run_1/floorplan.png
Bar = 50 um. Pins as bars on the die edge. Tap cells in gray.
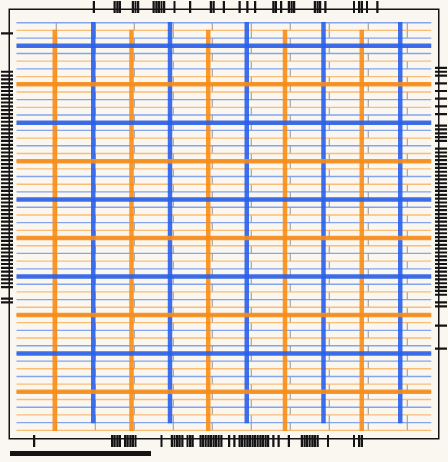
run_1/m4.png
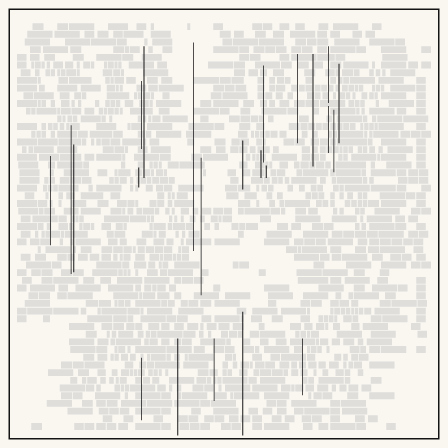
run_1/closeup.png
Region (101, 25) to (126, 50) um. Cells in gray, sequential cells in the stronger gray; small squares are vias.
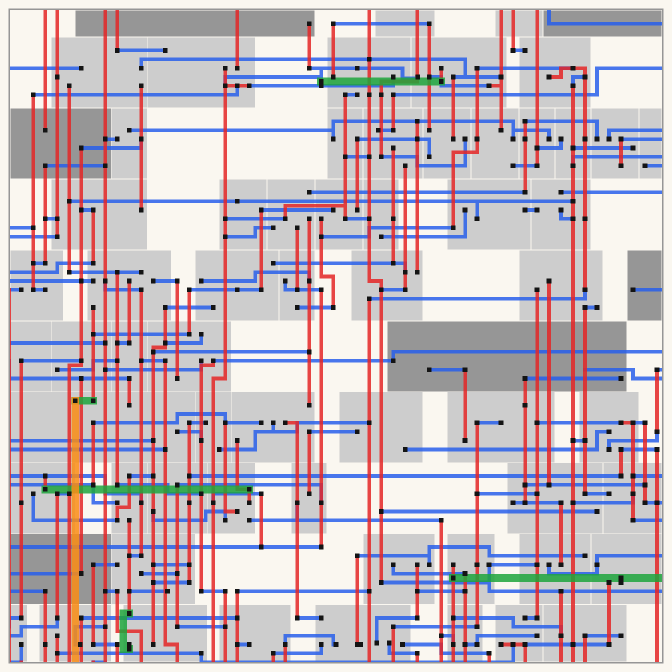
run_1/layers.png
Two of the layers only.
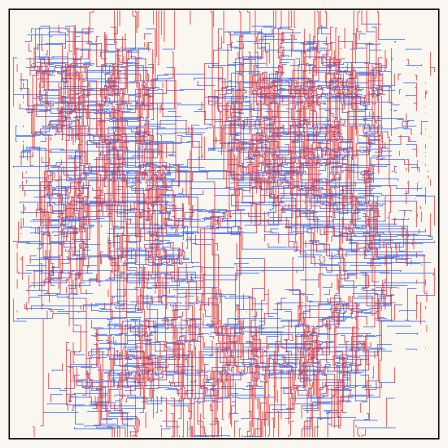
File: src/rtl/rv32_load_store_unit.sv
// rv32_load_store_unit
// Load/store unit between a core-side request port and a synchronous
// single-port RAM. An access that stays inside one RAM word takes one RAM
// beat. When SPLIT_EN=1, an access that crosses a word boundary takes two
// beats. When SPLIT_EN=0, that access returns an error instead.
//
// Ports
//   clk, reset_n       clock, asynchronous active-low reset
//   req_valid/ready    request handshake; ready is high only in IDLE
//   req_we             1 = store, 0 = load
//   req_width          0 byte, 1 half, 2 word, 3 double
//   req_sign           sign-extend the load result
//   req_addr           byte address
//   req_wdata          right-justified store data
//   rsp_valid          one-cycle response pulse
//   rsp_rdata          extended load data (0 for stores and errors)
//   rsp_err            error flag, qualified by rsp_valid
//   d_addr             word-aligned RAM address
//   d_we, d_be         RAM write enable and byte enables
//   d_wdata            store data rotated into its byte lanes
//   d_rdata            RAM read data, valid one cycle after its address
`timescale 1ns/1ps

module rv32_load_store_unit #(
    parameter int DATA_W   = 32,
    parameter int ADDR_W   = 32,
    parameter int SPLIT_EN = 1
) (
    input  logic                  clk,
    input  logic                  reset_n,
    input  logic                  req_valid,
    output logic                  req_ready,
    input  logic                  req_we,
    input  logic [1:0]            req_width,
    input  logic                  req_sign,
    input  logic [ADDR_W-1:0]     req_addr,
    input  logic [DATA_W-1:0]     req_wdata,
    output logic                  rsp_valid,
    output logic [DATA_W-1:0]     rsp_rdata,
    output logic                  rsp_err,
    output logic [ADDR_W-1:0]     d_addr,
    output logic                  d_we,
    output logic [DATA_W/8-1:0]   d_be,
    output logic [DATA_W-1:0]     d_wdata,
    input  logic [DATA_W-1:0]     d_rdata
);

    localparam int NB    = DATA_W / 8;
    localparam int OFF_W = $clog2(NB);

    typedef enum logic [1:0] {
        IDLE = 2'd0,
        ACC0 = 2'd1,
        ACC1 = 2'd2,
        RESP = 2'd3
    } state_t;

    state_t state_r;
    state_t state_next_s;

    // Request fields held for the life of the transaction
    logic                we_r;
    logic [1:0]          width_r;
    logic                sign_r;
    logic [ADDR_W-1:0]   addr_r;
    logic [DATA_W-1:0]   wdata_r;
    logic [DATA_W-1:0]   beat0_r;

    // Fields of the current transaction: live inputs in IDLE, held copy after
    logic                we_s;
    logic [1:0]          width_s;
    logic                sign_s;
    logic [ADDR_W-1:0]   addr_s;
    logic [DATA_W-1:0]   wdata_s;

    logic [OFF_W-1:0]    off_s;
    logic [4:0]          sz_s;
    logic                misalign_s;
    logic                err_s;
    logic                split_s;
    logic [ADDR_W-1:0]   aligned_s;
    logic [2*NB-1:0]     be_full_s;
    logic [NB-1:0]       be_lo_s;
    logic [NB-1:0]       be_hi_s;
    logic [DATA_W-1:0]   rot_s;

    logic [ADDR_W-1:0]   d_addr_next_s;
    logic                d_we_next_s;
    logic [NB-1:0]       d_be_next_s;
    logic [DATA_W-1:0]   d_wdata_next_s;
    logic                rsp_valid_next_s;
    logic                rsp_err_next_s;

    logic [DATA_W-1:0]   beat0_sel_s;
    logic [2*DATA_W-1:0] load_pair_s;
    logic [DATA_W-1:0]   load_raw_s;
    logic [DATA_W-1:0]   load_ext_s;
    logic                sign_bit_s;
    logic                fill_s;

    // Expands byte enables to a bit mask
    function automatic logic [DATA_W-1:0] be_to_mask(input logic [NB-1:0] be);
        logic [DATA_W-1:0] m;
        m = '0;
        for (int i = 0; i < NB; i++) begin
            m[8*i +: 8] = {8{be[i]}};
        end
        return m;
    endfunction

    assign req_ready = (state_r == IDLE);

    // Pick live request inputs while idle so outputs can be registered on acceptance
    always_comb begin
        if (state_r == IDLE) begin
            we_s    = req_we;
            width_s = req_width;
            sign_s  = req_sign;
            addr_s  = req_addr;
            wdata_s = req_wdata;
        end else begin
            we_s    = we_r;
            width_s = width_r;
            sign_s  = sign_r;
            addr_s  = addr_r;
            wdata_s = wdata_r;
        end
    end

    // Offset, size, and the misaligned or error classification
    always_comb begin
        off_s      = addr_s[OFF_W-1:0];
        sz_s       = 5'd1 << width_s;
        misalign_s = (5'(off_s) + sz_s) > 5'(NB);
        err_s      = ((width_s == 2'd3) && (DATA_W == 32)) ||
                     ((SPLIT_EN == 0) && misalign_s);
        split_s    = misalign_s && !err_s;
        aligned_s  = {addr_s[ADDR_W-1:OFF_W], {OFF_W{1'b0}}};
    end

    // Byte enables across two beats; bits above NB are the overflow lanes
    always_comb begin
        be_full_s = '0;
        for (int i = 0; i < 2*NB; i++) begin
            if ((i >= int'(off_s)) && (i < int'(off_s) + int'(sz_s))) begin
                be_full_s[i] = 1'b1;
            end else begin
                be_full_s[i] = 1'b0;
            end
        end
        be_lo_s = be_full_s[NB-1:0];
        be_hi_s = be_full_s[2*NB-1:NB];
    end

    // Rotate store data left by the byte offset, then mask to the active lanes per beat
    always_comb begin
        rot_s = '0;
        for (int i = 0; i < NB; i++) begin
            rot_s[8*((i + int'(off_s)) % NB) +: 8] = wdata_s[8*i +: 8];
        end
    end

    // State register
    always_ff @(posedge clk or negedge reset_n) begin
        if (!reset_n) begin
            state_r <= IDLE;
        end else begin
            state_r <= state_next_s;
        end
    end

    // Next-state logic
    always_comb begin
        state_next_s = state_r;
        case (state_r)
            IDLE: begin
                if (req_valid) begin
                    state_next_s = ACC0;
                end else begin
                    state_next_s = IDLE;
                end
            end
            ACC0: begin
                if (split_s) begin
                    state_next_s = ACC1;
                end else begin
                    state_next_s = RESP;
                end
            end
            ACC1:    state_next_s = RESP;
            RESP:    state_next_s = IDLE;
            default: state_next_s = IDLE;
        endcase
    end

    // Next output values, decoded from the state being entered so the outputs are registered
    always_comb begin
        d_addr_next_s    = '0;
        d_we_next_s      = 1'b0;
        d_be_next_s      = '0;
        d_wdata_next_s   = '0;
        rsp_valid_next_s = 1'b0;
        rsp_err_next_s   = 1'b0;
        case (state_next_s)
            ACC0: begin
                if (!err_s) begin
                    d_addr_next_s  = aligned_s;
                    d_we_next_s    = we_s;
                    d_be_next_s    = be_lo_s;
                    d_wdata_next_s = rot_s & be_to_mask(be_lo_s);
                end else begin
                    d_addr_next_s  = '0;
                    d_we_next_s    = 1'b0;
                    d_be_next_s    = '0;
                    d_wdata_next_s = '0;
                end
            end
            ACC1: begin
                d_addr_next_s  = aligned_s + ADDR_W'(NB);
                d_we_next_s    = we_s;
                d_be_next_s    = be_hi_s;
                d_wdata_next_s = rot_s & be_to_mask(be_hi_s);
            end
            RESP: begin
                rsp_valid_next_s = 1'b1;
                rsp_err_next_s   = err_s;
            end
            default: begin
                rsp_valid_next_s = 1'b0;
            end
        endcase
    end

    // Registered RAM-side and response-flag outputs
    always_ff @(posedge clk or negedge reset_n) begin
        if (!reset_n) begin
            d_addr    <= '0;
            d_we      <= 1'b0;
            d_be      <= '0;
            d_wdata   <= '0;
            rsp_valid <= 1'b0;
            rsp_err   <= 1'b0;
        end else begin
            d_addr    <= d_addr_next_s;
            d_we      <= d_we_next_s;
            d_be      <= d_be_next_s;
            d_wdata   <= d_wdata_next_s;
            rsp_valid <= rsp_valid_next_s;
            rsp_err   <= rsp_err_next_s;
        end
    end

    // Capture request fields on acceptance
    always_ff @(posedge clk or negedge reset_n) begin
        if (!reset_n) begin
            we_r    <= 1'b0;
            width_r <= 2'd0;
            sign_r  <= 1'b0;
            addr_r  <= '0;
            wdata_r <= '0;
        end else if ((state_r == IDLE) && req_valid) begin
            we_r    <= req_we;
            width_r <= req_width;
            sign_r  <= req_sign;
            addr_r  <= req_addr;
            wdata_r <= req_wdata;
        end
    end

    // The beat-0 read data arrives during ACC1 of a split load; hold it for the merge
    always_ff @(posedge clk or negedge reset_n) begin
        if (!reset_n) begin
            beat0_r <= '0;
        end else if (state_r == ACC1) begin
            beat0_r <= d_rdata;
        end
    end

    // Load extraction and extension. The data reaches RESP straight from the RAM,
    // so this path is combinational to avoid adding a cycle of latency.
    always_comb begin
        if (split_s) begin
            beat0_sel_s = beat0_r;
        end else begin
            beat0_sel_s = d_rdata;
        end
        load_pair_s = {d_rdata, beat0_sel_s};
        load_raw_s  = '0;
        for (int i = 0; i < NB; i++) begin
            load_raw_s[8*i +: 8] = load_pair_s[8*(i + int'(off_s)) +: 8];
        end
        case (width_s)
            2'd0:    sign_bit_s = load_raw_s[7];
            2'd1:    sign_bit_s = load_raw_s[15];
            2'd2:    sign_bit_s = load_raw_s[31];
            default: sign_bit_s = load_raw_s[DATA_W-1];
        endcase
        fill_s     = sign_s & sign_bit_s;
        load_ext_s = '0;
        for (int i = 0; i < NB; i++) begin
            if (i < int'(sz_s)) begin
                load_ext_s[8*i +: 8] = load_raw_s[8*i +: 8];
            end else begin
                load_ext_s[8*i +: 8] = {8{fill_s}};
            end
        end
        if ((state_r == RESP) && !we_s && !err_s) begin
            rsp_rdata = load_ext_s;
        end else begin
            rsp_rdata = '0;
        end
    end

endmodule

File: config.mk
export PLATFORM = sky130hd
export DESIGN_NAME = rv32_load_store_unit
export DESIGN_NICKNAME = d
export VERILOG_FILES = /design/src/rtl/rv32_load_store_unit.sv
export SDC_FILE = /design/constraint.sdc
export NUM_CORES = 1
export LEC_CHECK = 0
export ABC_AREA = 0
export CAP_MARGIN = 20
export CORE_MARGIN = 2
export CORE_UTILIZATION = 49
export DETAILED_ROUTE_END_ITERATION = 7
export PLACE_DENSITY = 0.76
export SETUP_SLACK_MARGIN = 0.15
export SLEW_MARGIN = 20
export SYNTH_ARGS = -nofsm -noshare
export SYNTH_HDL_FRONTEND = slang
export SYNTH_SLANG_ARGS = --single-unit
export TNS_END_PERCENT = 10
File: constraint.sdc
create_clock -name clk -period 7 [get_ports clk]
set_input_delay 1.05 -clock clk [delete_from_list [all_inputs] [get_ports clk]]
set_output_delay 1.05 -clock clk [all_outputs]
set_load 0.05 [all_outputs]
==> flow_metrics.rpt, run 1 <==
FLOW METRICS REPORT
----------------------------------------------------
[Synth]
  Top area cell types ........................ sky130_fd_sc_hd__dfrtp_1 (40%), sky130_fd_sc_hd__mux2_2 (14%), sky130_fd_sc_hd__mux2i_1 (6.5%)
  Summed instance area of the synthesized netlist ........................ 0.0106 sq mm
  Gate count after technology mapping ........................ 1060
  Synth async-reset ratio ........................ 1.00
  AND-OR/OR-AND Cells, Area Fraction ........................ 0.170
  Fa+ha+maj area frac ........................ 0.0249
  Cell type contributing the most total cell area after synthesis ........................ sky130_fd_sc_hd__dfrtp_1
  Flop and latch count out of synthesis ........................ 171
  Post-synthesis xor/xnor area fraction ........................ 0.0115
  Multiplexer share of the synthesized area ........................ 0.220
  Share of the synthesized area in the top cell type ........................ 0.402
  Yosys-reported design area after synthesis ........................ 0.0106 sq mm
  Dominant register cell ........................ sky130_fd_sc_hd__dfrtp_1
  Count of unique library cells instantiated by Yosys ........................ 75
  Number of enable flip-flop cells ........................ 0
  Most numerous cell in the Yosys netlist ........................ sky130_fd_sc_hd__dfrtp_1
  Simple-Gate Area Share ........................ 0.125
  Logic family by area ........................ multiplexers
  Number of cell instances after yosys synthesis ........................ 1060
  Post-synthesis sequential area ratio ........................ 0.402

[Route]
  Number of optimization iterations in the first detailed-route pass ........................ 8
  Vias after detailed routing ........................ 9204
  Routed wire length on met2 ........................ 14200 um
  Routed Wire Length ........................ 30500 um
  Met3 Wirelength ........................ 2670 um
  Uppermost metal layer occupied by signal nets ........................ met4
  Violation tally from detailed-route iteration zero ........................ 928
  Via density per instance ........................ 6.08
  Average wire per standard cell ........................ 20.1 um
  Number of nets with antenna violations after routing ........................ 0
  Wire length on met1 ........................ 12900 um

[Setup path]
  Combined buffer and inverter count along the critical path ........................ 5
  Critical register-to-register path startpoint ........................ state_r[0]
  Stage delay of the slowest cell on the critical path ........................ 460 ps
  Critical-path top delay cell ........................ sky130_fd_sc_hd__fa_1
  Worst setup path class ........................ in -> out
  Highest net fanout along the worst path ........................ 17
  Path length in cells of the critical path ........................ 16
  Data required time at the worst endpoint ........................ 5950 ps
  Data arrival, critical path ........................ 5400 ps
  Cell Chain, Critical Path ........................ clkdlybuf4s50_1 -> or2b_1 -> o32a_1 -> inv_1 -> ha_1 -> inv_1 -> fa_1 -> nor2b_1 -> o21ai_0 -> a21o_1 -> buf_4 -> a21oi_1 -> a22oi_1 -> o211ai_2 -> o21ai_0 -> buf_12
  Worst Reg2Reg Path Length in Cells ........................ 17
  Crit path to ........................ rsp_rdata[30]
  Flop2flop setup slack ........................ 1590 ps
  Worst setup path startpoint ........................ req_width[0]
  Category of cells accounting for the largest share of critical-path delay ........................ AND-OR/OR-AND gates
  Critical path launch point type ........................ primary input
  Capturing point of the worst reg2reg path ........................ d_addr[26]

[Timing]
  Final critical path time including I/O delays and setup ........................ 6450 ps
  Tightest slew margin relative to the limit ........................ 0.268
  Smallest hold slack ........................ 503 ps
  Max Fclk ........................ 0.155 GHz
  Slack of the critical path ........................ 555 ps
  RSZ-0062 raised after global routing ........................ false
  Count of final max-slew check failures ........................ 0
  Final setup TNS ........................ 0 ps
  Share of the clock period used by the worst path ........................ 0.921
  Number of failing hold endpoints at the final stage ........................ 0
  Worst-Margin Slew ........................ 1090 ps

[Clocking]
  Number of clock buffers inserted by TritonCTS ........................ 17
  Post-cts hold-fix buffer tally ........................ 0
  Number of post-CTS setup repair buffers ........................ 0
  TritonCTS clock tree ........................ done
  Insertion delay to the later sink of the worst-skew pair ........................ 420 ps
  Number of clock sinks ........................ 171
  Max Root-Sink Buffers ........................ 2
  Post-CTS clock slew at the launch and capture registers of the worst setup and hold paths ........................ 60 ps

[Finish]
  Combinational Area ........................ 0.00591 sq mm
  Fraction of area in registers ........................ 0.310
  Non-clock buffer share of cell area ........................ 0.182
  Layout cell share with drive strength beyond 1 ........................ 0.194
  Non-clock buffer count ........................ 223
  Non-clock inverter total of the final layout ........................ 32
  Largest cell class ........................ combinational gates
  Most frequent cells in the layout ........................ sky130_fd_sc_hd__dfrtp_1 (171), sky130_fd_sc_hd__clkdlybuf4s50_1 (171), sky130_fd_sc_hd__mux2_2 (133)
  Final core area utilization ........................ 0.653
  Fillers ........................ 1655
  Number of combinational gates with multiple inputs ........................ 782
  FF+latch count ........................ 171
  Final std cells w/o fill ........................ 1515
  Clock tree buffer count of the final layout ........................ 18

[GRT]
  First-pass GRT wire length ........................ 47900 um
  Met3 GRT Util ........................ 0.0620
  Remaining global-route overflow ........................ 0
  GRT Max-Usage Layer ........................ met2
  M1 GR Usage ........................ 0.366
  Number of antenna violations at the first check in global routing ........................ 0
  Pin count of the biggest net entering global routing ........................ 105
  Global-route usage over all layers ........................ 0.269

[Job]
  MaxCap Viol Count ........................ 0
  Stage-log warning count ........................ 41

[Hold path]
  Launch instance of the worst min-delay path ........................ addr_r[28]
  Depth of the worst hold-timing path ........................ 1
  Kind of path behind the tightest hold check ........................ reg -> reg

[Floorplan]
  # IOs ........................ 207
  FP Util ........................ 0.503
  Number of placement rows ........................ 53
  Tapcell Cnt ........................ 275

[Placement]
  Number of cells after detailed placement ........................ 1483
  Worst slack at placement ........................ 643 ps
  Total of buffers placed on input and output ports ........................ 204
  HPWL reported at the end of detailed placement ........................ 21700 um
  Post-Place Cell Area ........................ 0.0132 sq mm
  Final weighted congestion in routability-driven placement ........................ 0.901

[Pwr]
  Leak Pwr ........................ 5.49 nW
  Pwr per Cell Area ........................ 533 mW/mm^2

[Outcome]
  Outcome ........................ complete, no violations

----------------------------------------------------
Notes on floorplan.png above:
net	color
VSS	orange
VDD	blue
met1 rails	54
tap cells	275
signal pins	207
met5 straps	10
die height: 151 um
Die W: 151 um
maximum vdd ir drop: 0.000312 V
placeable core region: 0.0212 sq mm

Notes on m4.png above:
main direction	vertical
longest straight run	73.4 um
nets with wire on the layer	21

Notes on closeup.png above:
layer	color
M3	green
M2	red
M1	blue
M4	orange
cells with their middle in the window	55
netlist names of flops here include	addr_r (1)
sequential cells in the window	1
most frequent	mux2i_1 (5), nor2_1 (5), nand2_1 (5)

Notes on layers.png above:
layer	color	wire length
M1	blue	12900 um
M2	red	14200 um

==> run 1: flip-flops by register name, summed over array words and instances (netlist names) <==
signal	cells
we_r	1
beat0_r	32
d_be	4
d_we	1
wdata_r	32
d_wdata	32
width_r	2
rsp_err	1
addr_r	32
d_addr	30
state_r	2
sign_r	1
rsp_valid	1
==> run 1: kinds of logic (layout without fill, tap and decap cells) <==
logic type	after synthesis	count (layout)
other	1	2
AOI/OAI and AO/OA	274	274
muxes	209	209
xor gates and xnor gates	14	14
buffers and inverters	108	287
DFF	171	171
and+or+nand+nor	262	262
adders and majority gates	21	21
==> run 1: report_power, final <==
part / switching, mW / internal [mW]
logic: 2.84 / 1.91
registers: 0.211 / 1.37
clock network: 0.416 / 0.617
total: 3.47 / 3.90
==> run 1 -> run 2 <==
CORE_MARGIN = not set   (was 2)
run_2/floorplan.png
Bar = 50 um. Pins as bars on the die edge. Tap cells in gray.
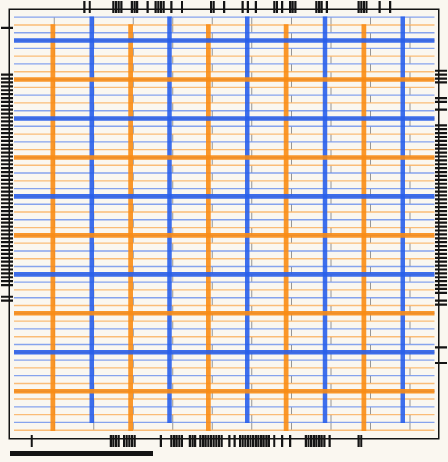
net	color
VSS	orange
VDD	blue
met1 rails	54
tap cells	275
signal pins	207

==> run 2 against run 1 <==
Compared with the run above: highest routed layer is now met5; hold slack worse by 3.0 ps; clock skew about the same; combinational power about the same; wire length fell by 2.0%; critical path depth down 2; sequential power barely moved; area after synthesis stayed put; sequential share of layout area rose by 0.15 points; fmax fell by 2.4%; critical path type unchanged; final area shrank 0.48%; global-route usage is 0.34 points higher; first-iteration DRC count shrank 1.4%.
==> flow_metrics.rpt, run 2 <==
FLOW METRICS REPORT
----------------------------------------------------
[Outcome]
  Outcome ........................ complete, no violations

[Setup path]
  Cell Chain, Critical Path ........................ clkdlybuf4s50_1 -> mux2_2 -> nor2_1 -> inv_1 -> fa_1 -> nor2b_1 -> o21ai_0 -> a21o_1 -> buf_4 -> a211oi_1 -> nor4_1 -> a22oi_1 -> a21oi_1 -> buf_12
  Category of cells accounting for the largest share of critical-path delay ........................ AND-OR/OR-AND gates
  Flop2flop setup slack ........................ 1580 ps
  Crit path to ........................ rsp_rdata[14]
  Critical register-to-register path startpoint ........................ state_r[0]
  Data required time at the worst endpoint ........................ 5950 ps
  Highest net fanout along the worst path ........................ 21
  Combined buffer and inverter count along the critical path ........................ 4
  Worst Reg2Reg Path Length in Cells ........................ 21
  Data arrival, critical path ........................ 5560 ps
  Stage delay of the slowest cell on the critical path ........................ 840 ps
  Capturing point of the worst reg2reg path ........................ d_wdata[12]
  Worst setup path class ........................ in -> out
  Critical-path top delay cell ........................ sky130_fd_sc_hd__a22oi_1
  Worst setup path startpoint ........................ req_width[1]
  Critical path launch point type ........................ primary input
  Path length in cells of the critical path ........................ 14

[Placement]
  Post-Place Cell Area ........................ 0.0132 sq mm
  Final weighted congestion in routability-driven placement ........................ 0.963
  Number of cells after detailed placement ........................ 1483
  Worst slack at placement ........................ 505 ps
  Total of buffers placed on input and output ports ........................ 204
  HPWL reported at the end of detailed placement ........................ 21400 um

[Finish]
  Non-clock inverter total of the final layout ........................ 32
  Fraction of area in registers ........................ 0.311
  Combinational Area ........................ 0.00591 sq mm
  Total area of sequential cells ........................ 0.00428 sq mm
  Proportion of cell area occupied by multi-input gates ........................ 0.430
  Antenna diodes ........................ 0
  Number of combinational gates with multiple inputs ........................ 782
  Largest cell class ........................ combinational gates
  Final std cells w/o fill ........................ 1515
  Most frequent cells in the layout ........................ sky130_fd_sc_hd__dfrtp_1 (171), sky130_fd_sc_hd__clkdlybuf4s50_1 (171), sky130_fd_sc_hd__mux2_2 (133)
  Final core area utilization ........................ 0.650
  Non-clock buffer count ........................ 223
  Layout cell share with drive strength beyond 1 ........................ 0.193
  Post-synthesis to final-layout area growth ........................ 29.2%
  Clock tree buffer count of the final layout ........................ 20
  FF+latch count ........................ 171
  Non-clock buffer share of cell area ........................ 0.183
  Fillers ........................ 1658

[Pwr]
  Reported sequential group power ........................ 1.58 mW
  Maximum vdd ir drop ........................ 0.000308 V
  Power consumed by combinational cells ........................ 4.74 mW
  Portion of total power attributed to the clock network ........................ 0.130
  Switching fraction of total power ........................ 0.475
  Sequential fraction of design power ........................ 0.218
  Leak Pwr ........................ 5.46 nW
  Design internal power ........................ 3.81 mW
  Pwr per Cell Area ........................ 528 mW/mm^2
  Net switching power of the design ........................ 3.45 mW
  Part of the total power dissipated in combinational logic ........................ 0.653
  Power group with the highest consumption ........................ combinational logic
  Total power after layout ........................ 7.26 mW
  Clk. pwr ........................ 943 uW

[Synth]
  Gate count after technology mapping ........................ 1060
  Flop and latch count out of synthesis ........................ 171
  Number of cell instances after yosys synthesis ........................ 1060
  Share of the synthesized area in the top cell type ........................ 0.402
  Summed instance area of the synthesized netlist ........................ 0.0106 sq mm
  Number of enable flip-flop cells ........................ 0
  Count of unique library cells instantiated by Yosys ........................ 75
  Cell type contributing the most total cell area after synthesis ........................ sky130_fd_sc_hd__dfrtp_1
  Yosys-reported design area after synthesis ........................ 0.0106 sq mm
  Dominant register cell ........................ sky130_fd_sc_hd__dfrtp_1
  Post-synthesis sequential area ratio ........................ 0.402
  Top area cell types ........................ sky130_fd_sc_hd__dfrtp_1 (40%), sky130_fd_sc_hd__mux2_2 (14%), sky130_fd_sc_hd__mux2i_1 (6.5%)
  Most numerous cell in the Yosys netlist ........................ sky130_fd_sc_hd__dfrtp_1
  Ranking of synthesized cells by instance count ........................ sky130_fd_sc_hd__dfrtp_1 (171), sky130_fd_sc_hd__mux2_2 (133), sky130_fd_sc_hd__nand2_1 (79)
  Synth async-reset ratio ........................ 1.00

[Route]
  Count of unresolved DRC violations after routing ........................ 0
  Met3 Wirelength ........................ 2330 um
  Via density per instance ........................ 6.08
  Number of optimization iterations in the first detailed-route pass ........................ 5
  Number of nets with antenna violations after routing ........................ 0
  Routed Wire Length ........................ 29900 um
  Violation tally from detailed-route iteration zero ........................ 915
  Average wire per standard cell ........................ 19.7 um
  Uppermost metal layer occupied by signal nets ........................ met5
  Vias after detailed routing ........................ 9205
  Routed wire length on met2 ........................ 14000 um
  Wire length on met1 ........................ 12700 um

[Floorplan]
  Die W ........................ 149 um
  Die height ........................ 149 um
  Number of placement rows ........................ 53
  Placeable core region ........................ 0.0212 sq mm
  # IOs ........................ 207
  Tapcell Cnt ........................ 275
  FP Util ........................ 0.503

[Hold path]
  Depth of the worst hold-timing path ........................ 1
  Endpoint of the worst hold-timing path ........................ addr_r[28]
  Kind of path behind the tightest hold check ........................ reg -> reg
  Launch instance of the worst min-delay path ........................ addr_r[28]

[Timing]
  RSZ-0062 raised after global routing ........................ true
  Count of final max-slew check failures ........................ 0
  Tightest slew margin relative to the limit ........................ 0.265
  Max Fclk ........................ 0.151 GHz
  Smallest hold slack ........................ 500 ps
  Final critical path time including I/O delays and setup ........................ 6610 ps
  Worst-Margin Slew ........................ 1090 ps
  Share of the clock period used by the worst path ........................ 0.944
  Number of failing hold endpoints at the final stage ........................ 0
  Final setup TNS ........................ 0 ps
  Slack of the critical path ........................ 393 ps

[GRT]
  Number of global-route vias before repair ........................ 8781
  Remaining global-route overflow ........................ 0
  Number of antenna violations at the first check in global routing ........................ 1
  Met3 GRT Util ........................ 0.0593
  First-pass GRT wire length ........................ 47100 um
  Global-route usage over all layers ........................ 0.273
  M1 GR Usage ........................ 0.369
  Pin count of the biggest net entering global routing ........................ 121
  GRT Max-Usage Layer ........................ met2

[Clocking]
  Insertion delay to the later sink of the worst-skew pair ........................ 420 ps
  Number of clock buffers inserted by TritonCTS ........................ 17
  Post-cts hold-fix buffer tally ........................ 0
  Clock root buffer ........................ sky130_fd_sc_hd__clkbuf_16
  TritonCTS clock tree ........................ done
  Max Root-Sink Buffers ........................ 2
  Number of post-CTS setup repair buffers ........................ 0
  Number of clock sinks ........................ 171
  Post-CTS clock slew at the launch and capture registers of the worst setup and hold paths ........................ 60 ps

[Job]
  Stage-log warning count ........................ 42
  MaxCap Viol Count ........................ 0

----------------------------------------------------
run_2/layers.png
Two of the layers only.
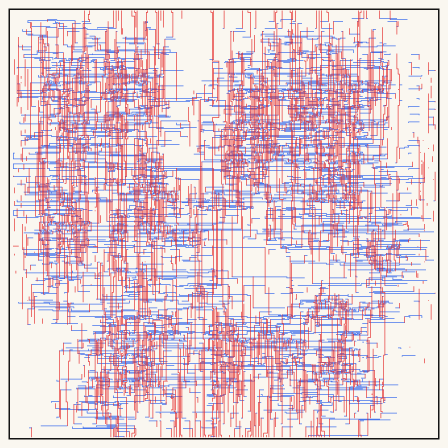
layer	color	wire length
M2	red	14000 um
M1	blue	12700 um

run 2: cell types whose count changed in the layout (fill, tap and decap cells not counted):
cell and delta:
sky130_fd_sc_hd__clkbuf_1 +2, sky130_fd_sc_hd__buf_12 -1, sky130_fd_sc_hd__clkinv_2 +2, sky130_fd_sc_hd__bufinv_16 -2, sky130_fd_sc_hd__clkinv_4 +1, sky130_fd_sc_hd__inv_6 -3
sky130_fd_sc_hd__o21ai_1 +2, sky130_fd_sc_hd__o21ai_0 -2, sky130_fd_sc_hd__clkbuf_8 +1
run 2: cells by family after synthesis:
kind of cell,share of synthesized area
XOR/XNOR,0.0115
adder cells (fa/ha/maj),0.0249
AND/OR/NAND/NOR,0.125
flip-flops,0.402
other,0.000352
multiplexers,0.220
buffers and inverters,0.0461
AND-OR/OR-AND,0.170
run_2/m4.png
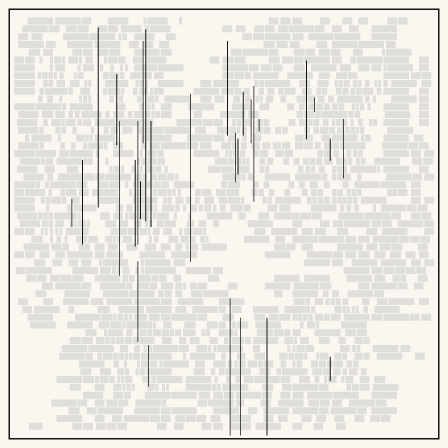

==> run 2 -> run 3 <==
clock period = 7.9 ns   (was 7 ns; I/O delays follow)
run_3/m4.png
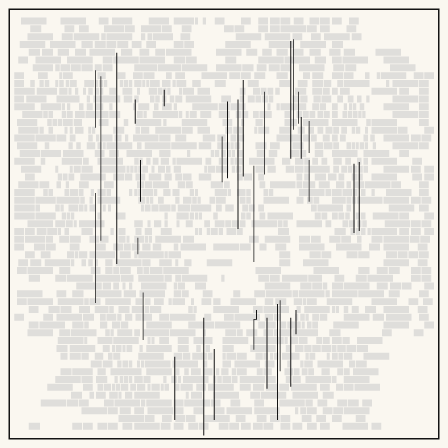
wire length on this layer	813 um
main direction	vertical
longest straight run	73.4 um
Routed Wire Length: 30300 um
vias after detailed routing: 9240

==> run 3 against run 2 <==
Compared with the run above: critical path depth is 3 higher; wire length grew 1.2%; first-iteration DRC count fell by 4.8%; count of clock-buffer cells in the layout rose by 1; synthesized cell count is the same; sequential cell count unchanged; final cell count is the same; power down 12%; largest power group unchanged; highest routed layer is now met4.
==> flow_metrics.rpt, run 3 <==
FLOW METRICS REPORT
----------------------------------------------------
[Outcome]
  Outcome ........................ complete, no violations

[Synth]
  Share of the synthesized area in the top cell type ........................ 0.402
  Yosys-reported design area after synthesis ........................ 0.0106 sq mm
  Count of unique library cells instantiated by Yosys ........................ 75
  Yosys warning tally ........................ 0
  Top area cell types ........................ sky130_fd_sc_hd__dfrtp_1 (40%), sky130_fd_sc_hd__mux2_2 (14%), sky130_fd_sc_hd__mux2i_1 (6.5%)
  Most numerous cell in the Yosys netlist ........................ sky130_fd_sc_hd__dfrtp_1
  Post-synthesis sequential area ratio ........................ 0.402
  Synthesized area per cell ........................ 10.0 sq um
  Number of cell instances after yosys synthesis ........................ 1060
  Synth async-reset ratio ........................ 1.00
  Dominant register cell ........................ sky130_fd_sc_hd__dfrtp_1
  Summed instance area of the synthesized netlist ........................ 0.0106 sq mm
  Gate count after technology mapping ........................ 1060
  Number of enable flip-flop cells ........................ 0
  Ranking of synthesized cells by instance count ........................ sky130_fd_sc_hd__dfrtp_1 (171), sky130_fd_sc_hd__mux2_2 (133), sky130_fd_sc_hd__nand2_1 (79)
  Flop and latch count out of synthesis ........................ 171
  Cell type contributing the most total cell area after synthesis ........................ sky130_fd_sc_hd__dfrtp_1

[Floorplan]
  Number of placement rows ........................ 53
  # IOs ........................ 207
  Die W ........................ 149 um
  Die area ........................ 0.0223 sq mm
  Die height ........................ 149 um
  FP Util ........................ 0.503
  Placeable core region ........................ 0.0212 sq mm

[Pwr]
  Net switching power of the design ........................ 3.04 mW
  Design internal power ........................ 3.38 mW
  Power group with the highest consumption ........................ combinational logic
  Sequential fraction of design power ........................ 0.219
  Leak Pwr ........................ 5.47 nW
  Switching fraction of total power ........................ 0.473
  Maximum vdd ir drop ........................ 0.000255 V
  Part of the total power dissipated in combinational logic ........................ 0.647
  Total power after layout ........................ 6.42 mW
  Reported sequential group power ........................ 1.41 mW
  Pwr per Cell Area ........................ 467 mW/mm^2
  Power consumed by combinational cells ........................ 4.15 mW
  Portion of total power attributed to the clock network ........................ 0.134
  Clk. pwr ........................ 858 uW

[Route]
  Via density per instance ........................ 6.10
  Met3 Wirelength ........................ 2230 um
  Routed wire length on met2 ........................ 14400 um
  Uppermost metal layer occupied by signal nets ........................ met4
  Violation tally from detailed-route iteration zero ........................ 871
  Number of optimization iterations in the first detailed-route pass ........................ 5
  Number of nets with antenna violations after routing ........................ 0
  Count of unresolved DRC violations after routing ........................ 0
  Wire length on met1 ........................ 12800 um

[Clocking]
  Number of clock sinks ........................ 171
  TritonCTS clock tree ........................ done
  Number of cells upsized or downsized after cts ........................ 0
  Max Root-Sink Buffers ........................ 2
  Number of post-CTS setup repair buffers ........................ 0
  Clock root buffer ........................ sky130_fd_sc_hd__clkbuf_16
  Post-cts hold-fix buffer tally ........................ 0
  Number of levels the H-tree was split into ........................ 4
  Insertion delay to the later sink of the worst-skew pair ........................ 430 ps
  Post-CTS clock slew at the launch and capture registers of the worst setup and hold paths ........................ 70 ps
  Number of clock buffers inserted by TritonCTS ........................ 17

[Setup path]
  Worst Setup End Kind ........................ output pin
  Worst setup path startpoint ........................ state_r[0]
  Capturing point of the worst reg2reg path ........................ d_wdata[12]
  Data arrival, critical path ........................ 6020 ps
  Cell Chain, Critical Path ........................ inv_1 -> ha_4 -> or2b_1 -> o32a_1 -> inv_1 -> ha_1 -> inv_1 -> fa_1 -> nor2b_1 -> o21ai_0 -> a21o_1 -> buf_4 -> a311oi_1 -> a22oi_1 -> o211ai_2 -> o21ai_0 -> buf_12
  Cell type with the highest occurrence count on the critical path ........................ sky130_fd_sc_hd__inv_1
  Data required time at the worst endpoint ........................ 6710 ps
  Critical-path top delay cell ........................ sky130_fd_sc_hd__ha_4
  Flop2flop setup slack ........................ 1600 ps
  Critical path launch point type ........................ flop
  Worst Reg2Reg Path Length in Cells ........................ 21
  Worst setup path class ........................ reg -> out
  Crit path to ........................ rsp_rdata[19]
  Highest net fanout along the worst path ........................ 68
  Stage delay of the slowest cell on the critical path ........................ 800 ps
  Critical register-to-register path startpoint ........................ state_r[0]

[Finish]
  Post-synthesis to final-layout area growth ........................ 29.1%
  Final std cells w/o fill ........................ 1515
  Most frequent cells in the layout ........................ sky130_fd_sc_hd__dfrtp_1 (171), sky130_fd_sc_hd__clkdlybuf4s50_1 (171), sky130_fd_sc_hd__mux2_2 (133)
  Antenna diodes ........................ 0
  Fin nets ........................ 1349
  Final non-filler cell area ........................ 0.0137 sq mm
  Layout cell share with drive strength beyond 1 ........................ 0.192

[Placement]
  Post-Place Cell Area ........................ 0.0131 sq mm
  Number of cells after detailed placement ........................ 1483
  HPWL reported at the end of detailed placement ........................ 21400 um
  Total of buffers placed on input and output ports ........................ 204
  Worst slack at placement ........................ 951 ps
  Final weighted congestion in routability-driven placement ........................ 0.907

[Hold path]
  Endpoint of the worst hold-timing path ........................ addr_r[18]
  Kind of path behind the tightest hold check ........................ reg -> reg
  Depth of the worst hold-timing path ........................ 1
  Launch instance of the worst min-delay path ........................ addr_r[18]

[Timing]
  Smallest hold slack ........................ 499 ps
  Slack of the critical path ........................ 696 ps
  RSZ-0062 raised after global routing ........................ false
  Final setup violation count ........................ 0
  Worst-Margin Slew ........................ 1170 ps
  Final critical path time including I/O delays and setup ........................ 7200 ps
  Share of the clock period used by the worst path ........................ 0.912
  Count of final max-slew check failures ........................ 0
  Maximum clock skew at final layout ........................ 13.0 ps
  Number of failing hold endpoints at the final stage ........................ 0
  Max Fclk ........................ 0.139 GHz
  Tightest slew margin relative to the limit ........................ 0.217
  Final setup TNS ........................ 0 ps

[Job]
  MaxCap Viol Count ........................ 0
  Stage-log warning count ........................ 41

[GRT]
  First-pass GRT wire length ........................ 47400 um
  GRT Max-Usage Layer ........................ met2
  Remaining global-route overflow ........................ 0
  Pin count of the biggest net entering global routing ........................ 109
  Global-route usage over all layers ........................ 0.274
  Number of antenna violations at the first check in global routing ........................ 0
  Number of global-route vias before repair ........................ 8886
  M1 GR Usage ........................ 0.370

----------------------------------------------------
run_3/congestion_map.png
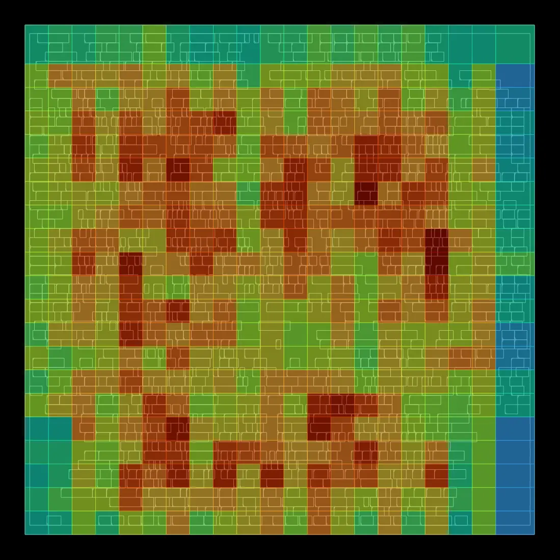
met3 GRT Util: 0.0459
met2 Usage GRT: 0.437
average wire per standard cell: 20.0 um
final core area utilization: 0.650

==> run 3: final cells by class <==
type / instances / area (sq um)
timing repair buffer: 223 / 2510
multi-input combinational: 782 / 5890
fill: 1668 / 7410
inverter: 32 / 120
clock buffer: 21 / 470
tap: 275 / 344
sequential: 171 / 4280
clock inverter: 11 / 131
==> run 3: critical path, delay by kind of cell (launching register included) <==
kind,cells,cell delay [ps]
flops,1,400
compound gates,7,2320
simple gates,2,510
buf+inv,5,840
fa+ha+maj,3,1480
==> run 3: cells by family after synthesis <==
group,synth area share
and+or+nand+nor,0.125
buffers and inverters,0.0461
DFF,0.402
xor gates and xnor gates,0.0115
adders and majority gates,0.0249
muxes,0.220
AOI/OAI and AO/OA,0.170
other,0.000352
No activity file was given, so power comes from the tool's default toggle rates.
